## config.mk

```make
export PLATFORM = sky130hd
export DESIGN_NAME = mul16u_err_monitor
export DESIGN_NICKNAME = d
export VERILOG_FILES = /design/src/rtl/mul16u_err_monitor.sv
export SDC_FILE = /design/constraint.sdc
export NUM_CORES = 1
export LEC_CHECK = 0
export CAP_MARGIN = 0
export CORE_AREA = 10 10 275 277
export DETAILED_ROUTE_END_ITERATION = 6
export DIE_AREA = 0 0 285 287
export PLACE_DENSITY = 0.56
export SLEW_MARGIN = 40
export SYNTH_ARGS = -nofsm -noshare
export SYNTH_HDL_FRONTEND = slang
export SYNTH_SLANG_ARGS = --single-unit
export TNS_END_PERCENT = 5
```

## constraint.sdc

```tcl
create_clock -name clk -period 8.22 [get_ports clk]
set_input_delay 1.233 -clock clk [delete_from_list [all_inputs] [get_ports clk]]
set_output_delay 1.233 -clock clk [all_outputs]
set_load 0.03 [all_outputs]
```

## src/rtl/mul16u_err_monitor.sv

```systemverilog
// mul16u_err_monitor: drives a 16x16 approximate multiplier from an operand stream and accumulates
// MAE/WCE/EP error statistics. Define ERR_MON_MSE_EN to add the saturating sum-of-squares output.
module mul16u_err_monitor #(
  parameter int NSAMP_W = 16,
  parameter int ACC_W   = 48
) (
  input  logic               clk,
  input  logic               rst_n,
  input  logic               start,
  input  logic [NSAMP_W-1:0] n_samples,
  input  logic               in_valid,
  output logic               in_ready,
  input  logic [15:0]        in_a,
  input  logic [15:0]        in_b,
  output logic [15:0]        mul_a,
  output logic [15:0]        mul_b,
  input  logic [31:0]        mul_o,
  output logic               busy,
  output logic               done,
  output logic [NSAMP_W-1:0] sample_cnt,
  output logic [NSAMP_W-1:0] err_cnt,
  output logic [ACC_W-1:0]   sum_abs_err,
  output logic [31:0]        max_abs_err
`ifdef ERR_MON_MSE_EN
  ,
  output logic [79:0]        sum_sq_err
`endif
);

  localparam logic [1:0] ST_IDLE = 2'd0;
  localparam logic [1:0] ST_RUN  = 2'd1;
  localparam logic [1:0] ST_DONE = 2'd2;

  logic [1:0]         r_state;
  logic [NSAMP_W-1:0] r_n;
  logic [NSAMP_W-1:0] r_acc_cnt;
  logic               r_s1_v;
  logic               r_s2_v;
  logic [31:0]        r_exact;
  logic [31:0]        r_approx;
  logic               r_done;

  logic               w_start;
  logic               w_accept;
  logic [32:0]        w_d33;
  logic [31:0]        w_abs;
  logic [ACC_W:0]     w_sum_ext;
  logic [ACC_W-1:0]   w_sum_nxt;

  assign in_ready = (r_state == ST_RUN) && (r_acc_cnt < r_n);
  assign busy     = (r_state == ST_RUN);
  assign done     = r_done;
  assign w_start  = start && (r_state == ST_IDLE);
  assign w_accept = in_valid && in_ready;

  // A negative 33-bit difference means approx > exact; two's-complement negate for the magnitude.
  assign w_d33     = {1'b0, r_exact} - {1'b0, r_approx};
  assign w_abs     = w_d33[32] ? (~w_d33[31:0] + 32'd1) : w_d33[31:0];
  assign w_sum_ext = {1'b0, sum_abs_err} + {{(ACC_W-31){1'b0}}, w_abs};
  assign w_sum_nxt = w_sum_ext[ACC_W] ? {ACC_W{1'b1}} : w_sum_ext[ACC_W-1:0];

`ifdef ERR_MON_MSE_EN
  logic [63:0] w_sq;
  logic [80:0] w_sq_ext;
  assign w_sq     = {32'd0, w_abs} * {32'd0, w_abs};
  assign w_sq_ext = {1'b0, sum_sq_err} + {17'd0, w_sq};

  // Sum of squared errors, folded in alongside sum_abs_err.
  always_ff @(posedge clk or negedge rst_n) begin
    if (!rst_n) begin
      sum_sq_err <= 80'd0;
    end else if (w_start) begin
      sum_sq_err <= 80'd0;
    end else if (r_s2_v) begin
      sum_sq_err <= w_sq_ext[80] ? {80{1'b1}} : w_sq_ext[79:0];
    end
  end
`endif

  // Campaign FSM; RUN exits on the edge where the last sample leaves S2.
  always_ff @(posedge clk or negedge rst_n) begin
    if (!rst_n) begin
      r_state <= ST_IDLE;
      r_done  <= 1'b0;
    end else begin
      r_done <= (r_state == ST_DONE);
      case (r_state)
        ST_IDLE: begin
          if (w_start) begin
            r_state <= (n_samples != {NSAMP_W{1'b0}}) ? ST_RUN : ST_DONE;
          end
        end
        ST_RUN: begin
          if ((r_acc_cnt == r_n) && !r_s1_v) begin
            r_state <= ST_DONE;
          end
        end
        ST_DONE: r_state <= ST_IDLE;
        default: r_state <= ST_IDLE;
      endcase
    end
  end

  // Operand pipeline: S1 feeds the multiplier, S2 captures approximate and exact products.
  always_ff @(posedge clk or negedge rst_n) begin
    if (!rst_n) begin
      r_n       <= {NSAMP_W{1'b0}};
      r_acc_cnt <= {NSAMP_W{1'b0}};
      r_s1_v    <= 1'b0;
      r_s2_v    <= 1'b0;
      mul_a     <= 16'd0;
      mul_b     <= 16'd0;
      r_exact   <= 32'd0;
      r_approx  <= 32'd0;
    end else begin
      r_s1_v <= w_accept;
      r_s2_v <= r_s1_v;
      if (w_start) begin
        r_n       <= n_samples;
        r_acc_cnt <= {NSAMP_W{1'b0}};
      end else if (w_accept) begin
        r_acc_cnt <= r_acc_cnt + {{(NSAMP_W-1){1'b0}}, 1'b1};
      end
      if (w_accept) begin
        mul_a <= in_a;
        mul_b <= in_b;
      end
      if (r_s1_v) begin
        r_approx <= mul_o;
        r_exact  <= {16'd0, mul_a} * {16'd0, mul_b};
      end
    end
  end

  // Statistics accumulate per S2 sample and hold until the next accepted start.
  always_ff @(posedge clk or negedge rst_n) begin
    if (!rst_n) begin
      sample_cnt  <= {NSAMP_W{1'b0}};
      err_cnt     <= {NSAMP_W{1'b0}};
      sum_abs_err <= {ACC_W{1'b0}};
      max_abs_err <= 32'd0;
    end else if (w_start) begin
      sample_cnt  <= {NSAMP_W{1'b0}};
      err_cnt     <= {NSAMP_W{1'b0}};
      sum_abs_err <= {ACC_W{1'b0}};
      max_abs_err <= 32'd0;
    end else if (r_s2_v) begin
      sample_cnt  <= sample_cnt + {{(NSAMP_W-1){1'b0}}, 1'b1};
      if (w_abs != 32'd0) begin
        err_cnt <= err_cnt + {{(NSAMP_W-1){1'b0}}, 1'b1};
      end
      sum_abs_err <= w_sum_nxt;
      if (w_abs > max_abs_err) begin
        max_abs_err <= w_abs;
      end
    end
  end

endmodule

```

Fig. 1: routed metal per tile
Drawn at 1 px/micron. The die is cut into 28 by 29 equal tiles; dark purple is low, yellow is high, scaled to the fullest tile. Values are wire area over tile area, all layers added.
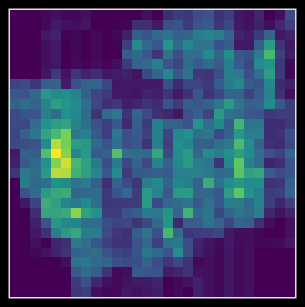
mean over tiles = 0.14
densest ninth of the die = left middle
nearly empty tiles = 14%
emptiest ninth of the die = bottom right

Fig. 2: layout detail
Region (128, 128) to (158, 158) microns. Cells in grey, sequential cells in the stronger grey; small squares are vias.
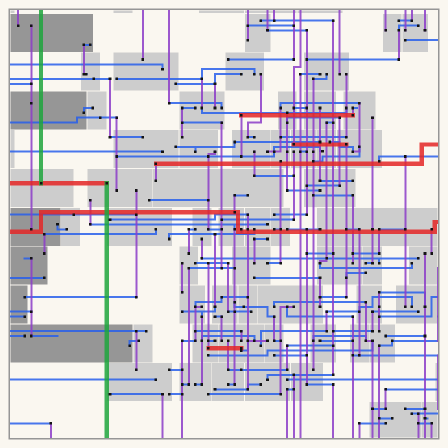
M3 -> red
M2 -> purple
M1 -> blue
M4 -> green
sequential cells in the window = 3
netlist names of flops here include = r_approx (3)
cells with their middle in the window = 58
most frequent = inv_1 (6), nor2_1 (5), ha_1 (5)

Fig. 3: cell placement
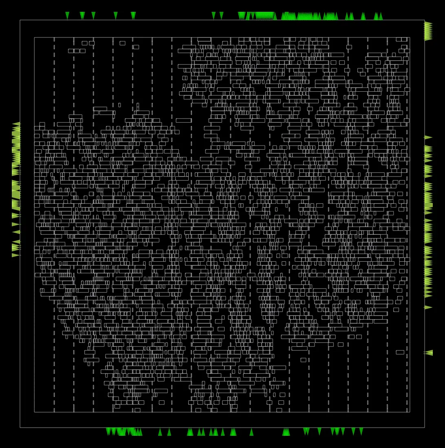
flop count: 245
post-route non-filler standard cell count: 3906

==> run_results.csv <==
group,metric,value,unit
sta,finalCritPeriodShare,90.5,%
worst_setup_path,path_max_fanout,22,
final_layout,logic_area,16500,sq um
clock_network,numCtsBuffers,31,
placement,place.gp.congestion,0.937,
final_layout,layout-drive-gt1-share,6.41,%
synth,yosysCellCount,2746,
routing,wl_per_cell,18.5,microns
global_routing,grt_max_degree,100,
global_routing,first_global_vias,20800,
synth,synth_nets,3252,
final_layout,fin_nets,3447,
sta,slew_headroom,48.3,%
synth,syn_area,24300,sq um
clock_network,ctsResizeCount,0,
synth,synth-edff-count,0,
synth,top_cell_area_share,25.2,%
global_routing,antenna_found_initial,0,
global_routing,track_usage,17.5,%
global_routing,overflow,0,
clock_network,htree_levels,1,
clock_network,ctsHoldBuffers,0,
synth,yosys-stat-area,24300,sq um
synth,ys_async_sr_fraction,100,%
worst_setup_path,crit_path_top_delay_cell,"o31a_1",
placement,dp.cells,3848,
routing,drtIter0Drc,1116,
final_layout,diodes,0,
synth,syn_area_per_cell,8.85,sq um
final_layout,syn2layout_area_growth,18.5,%
sta,worst_slew_pin_slew,0.769,ns
routing,via_per_inst,5.09,
worst_setup_path,crit_arrival,7.97,ns
synth,synth-main-ff-cell,"dfrtp_1",
die,fp_util,34.8,%
synth,top_area_cell,"dfrtp_1",
sta,grt_setup_unrepaired,"false",
synth,ys_seq_share,25.2,%
routing,via_count,19900,
synth,netlist_instances,2746,
synth,area_leaders,"dfrtp_1, fa_1, ha_1, nand2_1, inv_1",
synth,ys_types,99,
routing,wl,72.4,mm
die,die_area,81800,sq um
final_layout,fillers,6946,
sta,layout_min_cycle_time,7.44,ns
clock_network,cts_setup_buffers,0,
worst_setup_path,crit_path_max_incr_delay,0.65,ns
min_path,holdCritPathClass,"reg2reg",
synth,yosys_warnings,0,
die,die_h,287,microns
die,row_count,97,
sta,final-setup-viol-count,0,
clock_network,cts_root_buf,"clkbuf_16",
clock_network,clk_pin_slew,0.06,ns
worst_setup_path,critPathRequiredTime,8.75,ns
clock_network,clock_sinks,245,
sta,fin_skew,0.0136,ns
die,num_io_pins,231,
sta,worst_slack,0.785,ns
routing,antenna_left,0,
global_routing,grt_pass1_wl,117,mm
placement,post-dp-hpwl,57.2,mm
worst_setup_path,start_kind,"register",
die,die_width,285,microns
final_layout,final_util,41.3,%
run_status,status,"complete, no violations",
sta,tns,0,ns
sta,hold_violations,0,
routing,dr.pass1.iters,5,
synth,ys_ff,245,
run,drv_cap,0,
clock_network,clockBufferDepth,3,
routing,drc,0,
final_layout,regArea,6140,sq um
sta,fmax,134,MHz
worst_setup_path,cp-end-kind,"register",
die,coreArea,69800,sq um
clock_network,cts_tree,"built",
sta,drv_slew,0,
clock_network,clk_latency,0.61,ns
run,warnings,32,
placement,pre_cts_slack,0.889,ns
placement,portBuffers,230,
worst_setup_path,crit_type,"reg2reg",
## cell usage after synthesis, types with 10 or more instances
master	count
nand2b_1	21
mux2_2	30
and2_1	125
ha_1	226
a21o_1	56
o21a_1	15
nor2_1	174
nor4_1	11
nor3_1	28
o21bai_1	15
clkbuf_1	88
inv_1	324
a21oi_1	123
nand3_1	44
nand4_1	32
a211oi_1	42
nor2b_1	20
xor2_1	51
or3_1	14
nand2_1	369
mux2i_1	10
fa_1	196
o21ai_0	139
a31oi_1	24
and3_1	39
dfrtp_1	245
a41oi_1	19
o31ai_1	10
buf_1	10
xnor2_1	78
## cell families (layout without fill, tap and decap cells)
family | Yosys count | in the layout | share of synthesized area, %
xor+xnor | 129 | 129 | 4.65
compound gates | 539 | 539 | 14.6
simple gates | 934 | 934 | 18.7
flops | 245 | 245 | 25.2
mux | 40 | 40 | 1.80
buf+inv | 437 | 657 | 7.20
fa+ha+maj | 422 | 422 | 27.8
## final timing paths
kind                                         start                           to  slack (ns)  cells past startpoint
max in group asynchronous                    rst_n             r_s1_v$_DFF_PN0_        6.22                      3
setup reg to reg            r_exact[0]$_DFFE_PN0P_  sum_abs_err[17]$_DFFE_PN0P_        0.78                     29
min in group asynchronous                    rst_n   sum_abs_err[7]$_DFFE_PN0P_        0.63                      1
hold reg to reg            err_cnt[15]$_DFFE_PN0P_      err_cnt[15]$_DFFE_PN0P_        0.51                      1
hold / removal             err_cnt[15]$_DFFE_PN0P_      err_cnt[15]$_DFFE_PN0P_        0.51                      1
setup / recovery            r_exact[0]$_DFFE_PN0P_  sum_abs_err[17]$_DFFE_PN0P_        0.78                     29
## metal layers
| metal | wire, microns | track usage [%] | vias to the layer above |
|---|---|---|---|
| li1 | - | - | 9622 |
| met1 | 32300 | 22.7 | 9673 |
| met2 | 34400 | 30.3 | 496 |
| met3 | 4100 | 3.00 | 76 |
| met4 | 1570 | 3.74 | 0 |
| met5 | 0 | 0 | - |
## worst max-delay path: cells and delay by family, from the launching register on
kind / cells / cell delay, ns
simple gates: 4 / 0.76
fa+ha+maj: 3 / 0.71
xor+xnor: 1 / 0.51
compound gates: 16 / 4.29
flops: 1 / 0.32
buf+inv: 5 / 0.74
## metrics by stage
stage               hold slack [ns]  cell area [sq um]
detailed placement            0.497              27700
CTS                           0.505              28800
global placement              0.499              27600
global route                  0.534              28800
floorplan                     0.352              24300
finish                        0.505              28800
## layout by cell type, fill, tap and decap left out, drive strengths merged, types with 125 or more instances in the layout
cell,n
fa,196
nand2,369
ha,226
a21oi,125
dfrtp,245
o21ai,152
nor2,174
clkdlybuf4s50,229
and2,128
inv,326
## sequential cells by signal, summed over array words and instances, names as in the netlist, 16 cells and up
signal,flops
err_cnt,16
max_abs_err,32
mul_a,16
mul_b,16
r_acc_cnt,16
r_approx,32
r_exact,32
r_n,16
sample_cnt,16
sum_abs_err,48
## layout make-up
class                      count  area share, %
inverter                     325           4.23
multi-input combinational   2064           57.1
tap                          940           4.08
timing repair buffer         274           9.32
clock inverter                18          0.959
sequential                   245           21.3
clock buffer                  40           3.02
